==> images/final_congestion.png <==
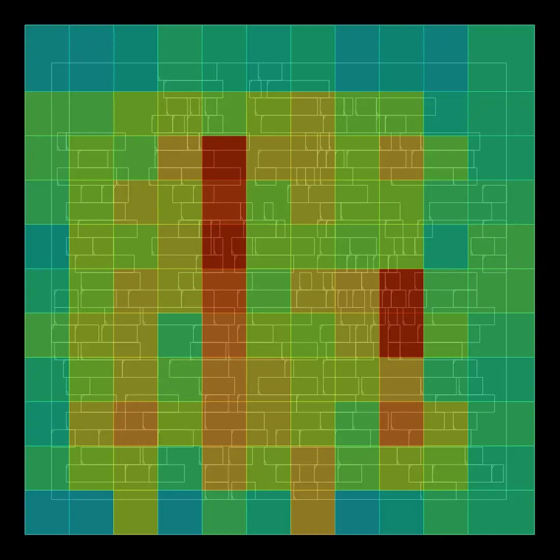
==> images/met2.png <==
The bar under the picture is 20 um long. Cells faint in the background.
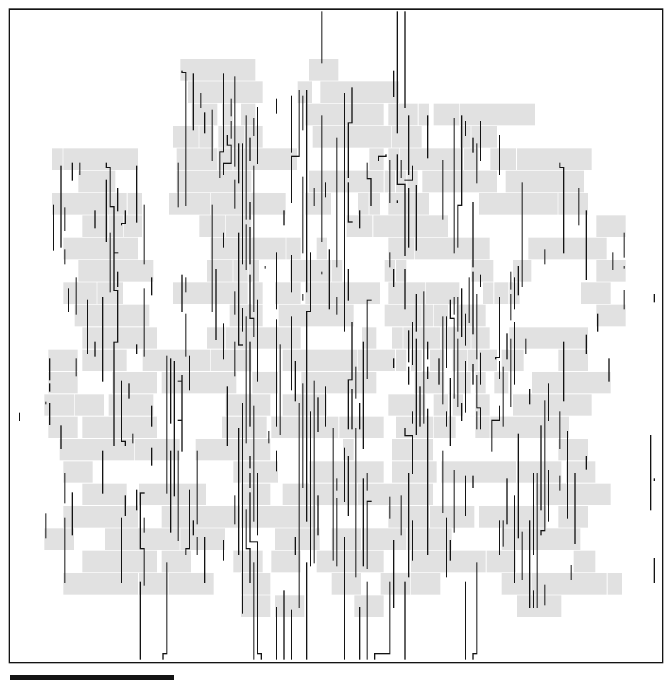
File: src/rtl/seg_mux_display_if.sv
// ============================================================================
// Module      : seg_mux_display_if
// Description : Bundle between the stopwatch counter (master) and the
//               multiplexed seven-segment driver (slave).
//               master : drives digits, dp_in, blank; observes an, sseg, frame
//               slave  : consumes digits, dp_in, blank; drives an, sseg, frame
//               digits : packed BCD, digit3 in [15:12] .. digit0 in [3:0]
//               dp_in  : decimal-point request per digit, active-high
//               blank  : forces every anode off while high
//               an     : anode enables, active-low, bit i = digit i
//               sseg   : segments, active-low, {dp,g,f,e,d,c,b,a}
//               frame  : one-clock pulse when a new snapshot is taken
// Revision    : 1.0 - initial release
// ============================================================================
`default_nettype none

interface seg_mux_display_if;
    logic [15:0] digits;
    logic [3:0]  dp_in;
    logic        blank;
    logic [3:0]  an;
    logic [7:0]  sseg;
    logic        frame;

    modport master (
        output digits,
        output dp_in,
        output blank,
        input  an,
        input  sseg,
        input  frame
    );

    modport slave (
        input  digits,
        input  dp_in,
        input  blank,
        output an,
        output sseg,
        output frame
    );
endinterface

`default_nettype wire

File: src/rtl/seg_mux_display.sv
// ============================================================================
// Module      : seg_mux_display
// Description : Time-multiplexes four packed-BCD digits onto a common-anode
//               seven-segment display. The input is snapshotted once per
//               scan so a digit change never tears across one frame.
//               Ports:
//                 clk   - system clock
//                 reset - asynchronous, active-low reset
//                 disp  - seg_mux_display_if.slave (digits, dp_in, blank in;
//                         an, sseg, frame out)
//               Parameters:
//                 REFRESH_POWER - refresh counter width (>= 4); one digit
//                                 slot is 2^(REFRESH_POWER-2) clocks
//               Optional build macro:
//                 LEADING_ZERO_BLANK_EN - suppress leading zeros on digits
//                                         3..1 (digit0 always shown)
// Revision    : 1.0 - initial release
// ============================================================================
`default_nettype none

module seg_mux_display #(
    parameter int REFRESH_POWER = 18
) (
    input  wire logic          clk,
    input  wire logic          reset,
    seg_mux_display_if.slave   disp
);

    localparam logic [REFRESH_POWER-1:0] c_q_max = '1;

    logic [REFRESH_POWER-1:0] r_q;
    logic [15:0]              r_snap_digits;
    logic [3:0]               r_snap_dp;
    logic [3:0]               r_an;
    logic [7:0]               r_sseg;
    logic                     r_frame;

    logic [1:0]               w_sel;
    logic [3:0]               w_nibble;
    logic [6:0]               w_seg;
    logic                     w_lead_blank;
    logic                     w_capture;

    // The two MSBs of the free-running counter pick the active digit.
    assign w_sel     = r_q[REFRESH_POWER-1 -: 2];
    assign w_nibble  = r_snap_digits[w_sel*4 +: 4];
    // Capture on the last clock of a scan so the new value enters at slot 0.
    assign w_capture = (r_q == c_q_max);

    // Active-low hex decode; anything outside 0-9 is shown as a dash.
    function automatic logic [6:0] bcd_to_seg(input logic [3:0] nib);
        logic [6:0] seg;
        case (nib)
            4'd0:    seg = 7'h40;
            4'd1:    seg = 7'h79;
            4'd2:    seg = 7'h24;
            4'd3:    seg = 7'h30;
            4'd4:    seg = 7'h19;
            4'd5:    seg = 7'h12;
            4'd6:    seg = 7'h02;
            4'd7:    seg = 7'h78;
            4'd8:    seg = 7'h00;
            4'd9:    seg = 7'h10;
            default: seg = 7'h3F;
        endcase
        return seg;
    endfunction

`ifdef LEADING_ZERO_BLANK_EN
    // A digit is blanked when it and every more-significant digit are zero.
    // Invalid nibbles are nonzero, so they stop the suppression.
    always_comb begin
        w_lead_blank = 1'b0;
        case (w_sel)
            2'd3:    w_lead_blank = (r_snap_digits[15:12] == 4'h0);
            2'd2:    w_lead_blank = (r_snap_digits[15:8]  == 8'h00);
            2'd1:    w_lead_blank = (r_snap_digits[15:4]  == 12'h000);
            default: w_lead_blank = 1'b0;
        endcase
    end
`else
    assign w_lead_blank = 1'b0;
`endif

    assign w_seg = w_lead_blank ? 7'h7F : bcd_to_seg(w_nibble);

    // Refresh counter and snapshot registers.
    always_ff @(posedge clk or negedge reset) begin
        if (!reset) begin
            r_q           <= '0;
            r_snap_digits <= 16'h0000;
            r_snap_dp     <= 4'h0;
            r_frame       <= 1'b0;
        end else begin
            r_q     <= r_q + 1'b1;
            r_frame <= w_capture;
            if (w_capture) begin
                r_snap_digits <= disp.digits;
                r_snap_dp     <= disp.dp_in;
            end
        end
    end

    // Output stage: one clock behind the select so the pins are glitch-free.
    always_ff @(posedge clk or negedge reset) begin
        if (!reset) begin
            r_an   <= 4'hF;
            r_sseg <= 8'hFF;
        end else if (disp.blank) begin
            r_an   <= 4'hF;
            r_sseg <= 8'hFF;
        end else begin
            r_an   <= ~(4'b0001 << w_sel);
            r_sseg <= {~r_snap_dp[w_sel], w_seg};
        end
    end

    assign disp.an    = r_an;
    assign disp.sseg  = r_sseg;
    assign disp.frame = r_frame;

endmodule

`default_nettype wire

File: src/flat_wrapper.sv
// flat-port wrapper written by rule: the top's interface ports become plain ports
module seg_mux_display_flat 
#(
    parameter int REFRESH_POWER = 18
)
  (clk, reset, disp_digits, disp_dp_in, disp_blank, disp_an, disp_sseg, disp_frame);
  seg_mux_display_if disp_i ();
  input  wire logic clk;
  input  wire logic reset;
  input wire logic [$bits(disp_i.digits)-1:0] disp_digits;
  input wire logic [$bits(disp_i.dp_in)-1:0] disp_dp_in;
  input wire logic [$bits(disp_i.blank)-1:0] disp_blank;
  output wire logic [$bits(disp_i.an)-1:0] disp_an;
  output wire logic [$bits(disp_i.sseg)-1:0] disp_sseg;
  output wire logic [$bits(disp_i.frame)-1:0] disp_frame;
  assign disp_i.digits = disp_digits;
  assign disp_i.dp_in = disp_dp_in;
  assign disp_i.blank = disp_blank;
  assign disp_an = disp_i.an;
  assign disp_sseg = disp_i.sseg;
  assign disp_frame = disp_i.frame;
  seg_mux_display #(.REFRESH_POWER(REFRESH_POWER)) u_core (.clk(clk), .reset(reset), .disp(disp_i));
endmodule
File: config.mk
export PLATFORM = sky130hd
export DESIGN_NAME = seg_mux_display_flat
export DESIGN_NICKNAME = d
export VERILOG_FILES = /design/src/rtl/seg_mux_display_if.sv /design/src/rtl/seg_mux_display.sv /design/src/flat_wrapper.sv
export SDC_FILE = /design/constraint.sdc
export NUM_CORES = 1
export LEC_CHECK = 0
export CORE_MARGIN = 4
export CORE_UTILIZATION = 46
export DETAILED_ROUTE_END_ITERATION = 10
export HOLD_SLACK_MARGIN = 0.08
export PLACE_DENSITY_LB_ADDON = 0.1
export SLEW_MARGIN = 40
export SYNTH_ARGS = -nofsm -noshare
export SYNTH_HDL_FRONTEND = slang
export SYNTH_SLANG_ARGS = --single-unit
File: constraint.sdc
create_clock -name clk -period 5.5 [get_ports clk]
set_clock_uncertainty 0.1 [all_clocks]
set_input_delay 1.65 -clock clk [delete_from_list [all_inputs] [get_ports clk]]
set_output_delay 1.65 -clock clk [all_outputs]
set_load 0.02 [all_outputs]
==> GITHUB_STEP_SUMMARY <==
## Implementation flow summary

| Metric | Value |
|---|---|
| Status | finished clean |
| Data buffer area share | 0.125 |
| Period utilization | 0.578 |
| Flop share of the area | 0.459 |
| Synth Net Count | 197 |
| Max-slew headroom | 0.582 |
| Main logic family | multiplexers |
| R2r endpoint | u_core.disp.sseg[4] |
| Cell Type Count | 32 |
| CP max stage delay | 0.59 ns |
| Non-clock buffer count | 36 |
| Worst Path Required | 3.75 ns |
| Sw frac | 0.208 |
| Number of vias per cell | 4.98 |
| Max-area cell share | 0.417 |
| Vias | 1354 |
| First-pass GRT wire length | 6980 um |
| Hold endpoint | u_core.r_q[15] |
| CLK BUF | 8 |
| Crit path DAT | 1.43 ns |
| Worst Path Buf+Inv | 1 |
| Cell Chain, Critical Path | clkdlybuf4s50_1 |
| Vias in the first global route | 1434 |
| Basic Gates by Area | 0.0994 |
| Dpl ws | 2.64 ns |
| CTS buffer count | 5 |
| Max power group | sequential cells |
| Die W | 79.4 um |
| Worst VDD drop | 0.121 mV |
| Setup ws final | 2.32 ns |
| Post-detailed-routing wire length | 4130 um |
| # placed instances | 264 |
Back to the opening pictures, final_congestion.png:
GRT busiest layer: met2
met3 Resource Use GR: 0.0374
drt wl/cell: 15.2 um

Back to the opening pictures, met2.png:
nets with wire on the layer = 196
main direction = vertical
share of all routed wire = 48%
longest straight run = 28.9 um
wire length on this layer = 1980 um

[worst max path at each step]
| stage | start | slack [ns] | cells past startpoint | endpoint |
|---|---|---|---|---|
| 2_1_floorplan | disp_blank | 3.19 | 3 | u_core.disp.sseg[3] |
| 3_3_place_gp | u_core.disp.sseg[1] | 2.66 | 1 | disp_sseg[1] |
| 3_5_place_dp | u_core.disp.sseg[6] | 2.64 | 1 | disp_sseg[6] |
| 4_1_cts | u_core.disp.sseg[6] | 2.30 | 1 | disp_sseg[6] |
| 5_1_grt | u_core.disp.sseg[6] | 2.28 | 1 | disp_sseg[6] |
| 6_report | u_core.disp.sseg[7] | 2.32 | 1 | disp_sseg[7] |
[kinds of logic after synthesis]
logic type	count (synthesis)
AND-OR/OR-AND	12
XOR/XNOR	16
adder cells (fa/ha/maj)	7
buffers and inverters	13
flip-flops	51
multiplexers	27
AND/OR/NAND/NOR	41
[synthesized netlist by cell type (all sizes together)]
master / count
mux2: 21
xor2: 7
mux4: 5
nand4: 2
nand2: 10
nor2b: 2
nand3: 9
buf: 5
inv: 7
a21o: 2
o21ai: 5
a31oi: 1
nor2: 9
dfrtp: 39
a21oi: 3
clkbuf: 1
xnor2: 9
and3: 1
or3: 1
o211ai: 1
dfstp: 12
mux2i: 1
ha: 7
nor4: 2
and4: 1
nor3: 4
[registers in the layout, indices dropped and copies added, names as in the netlist]
name	count
u_core.disp.an	4
u_core.r_snap_digits	16
u_core.disp.frame	1
u_core.disp.sseg	8
u_core.r_snap_dp	4
u_core.r_q	18
[per-layer routing]
metal / global-route usage / vias up / part of all wire / wire (um)
met2: 0.238 / 23 / 0.48 / 1980
met1: 0.189 / 678 / 0.47 / 1960
li1: - / 647 / - / -
met4: 0.0584 / 0 / 0.012 / 51
met5: 0 / - / 0 / 0
met3: 0.0374 / 6 / 0.036 / 148
No activity file was given, so power comes from the tool's default toggle rates.
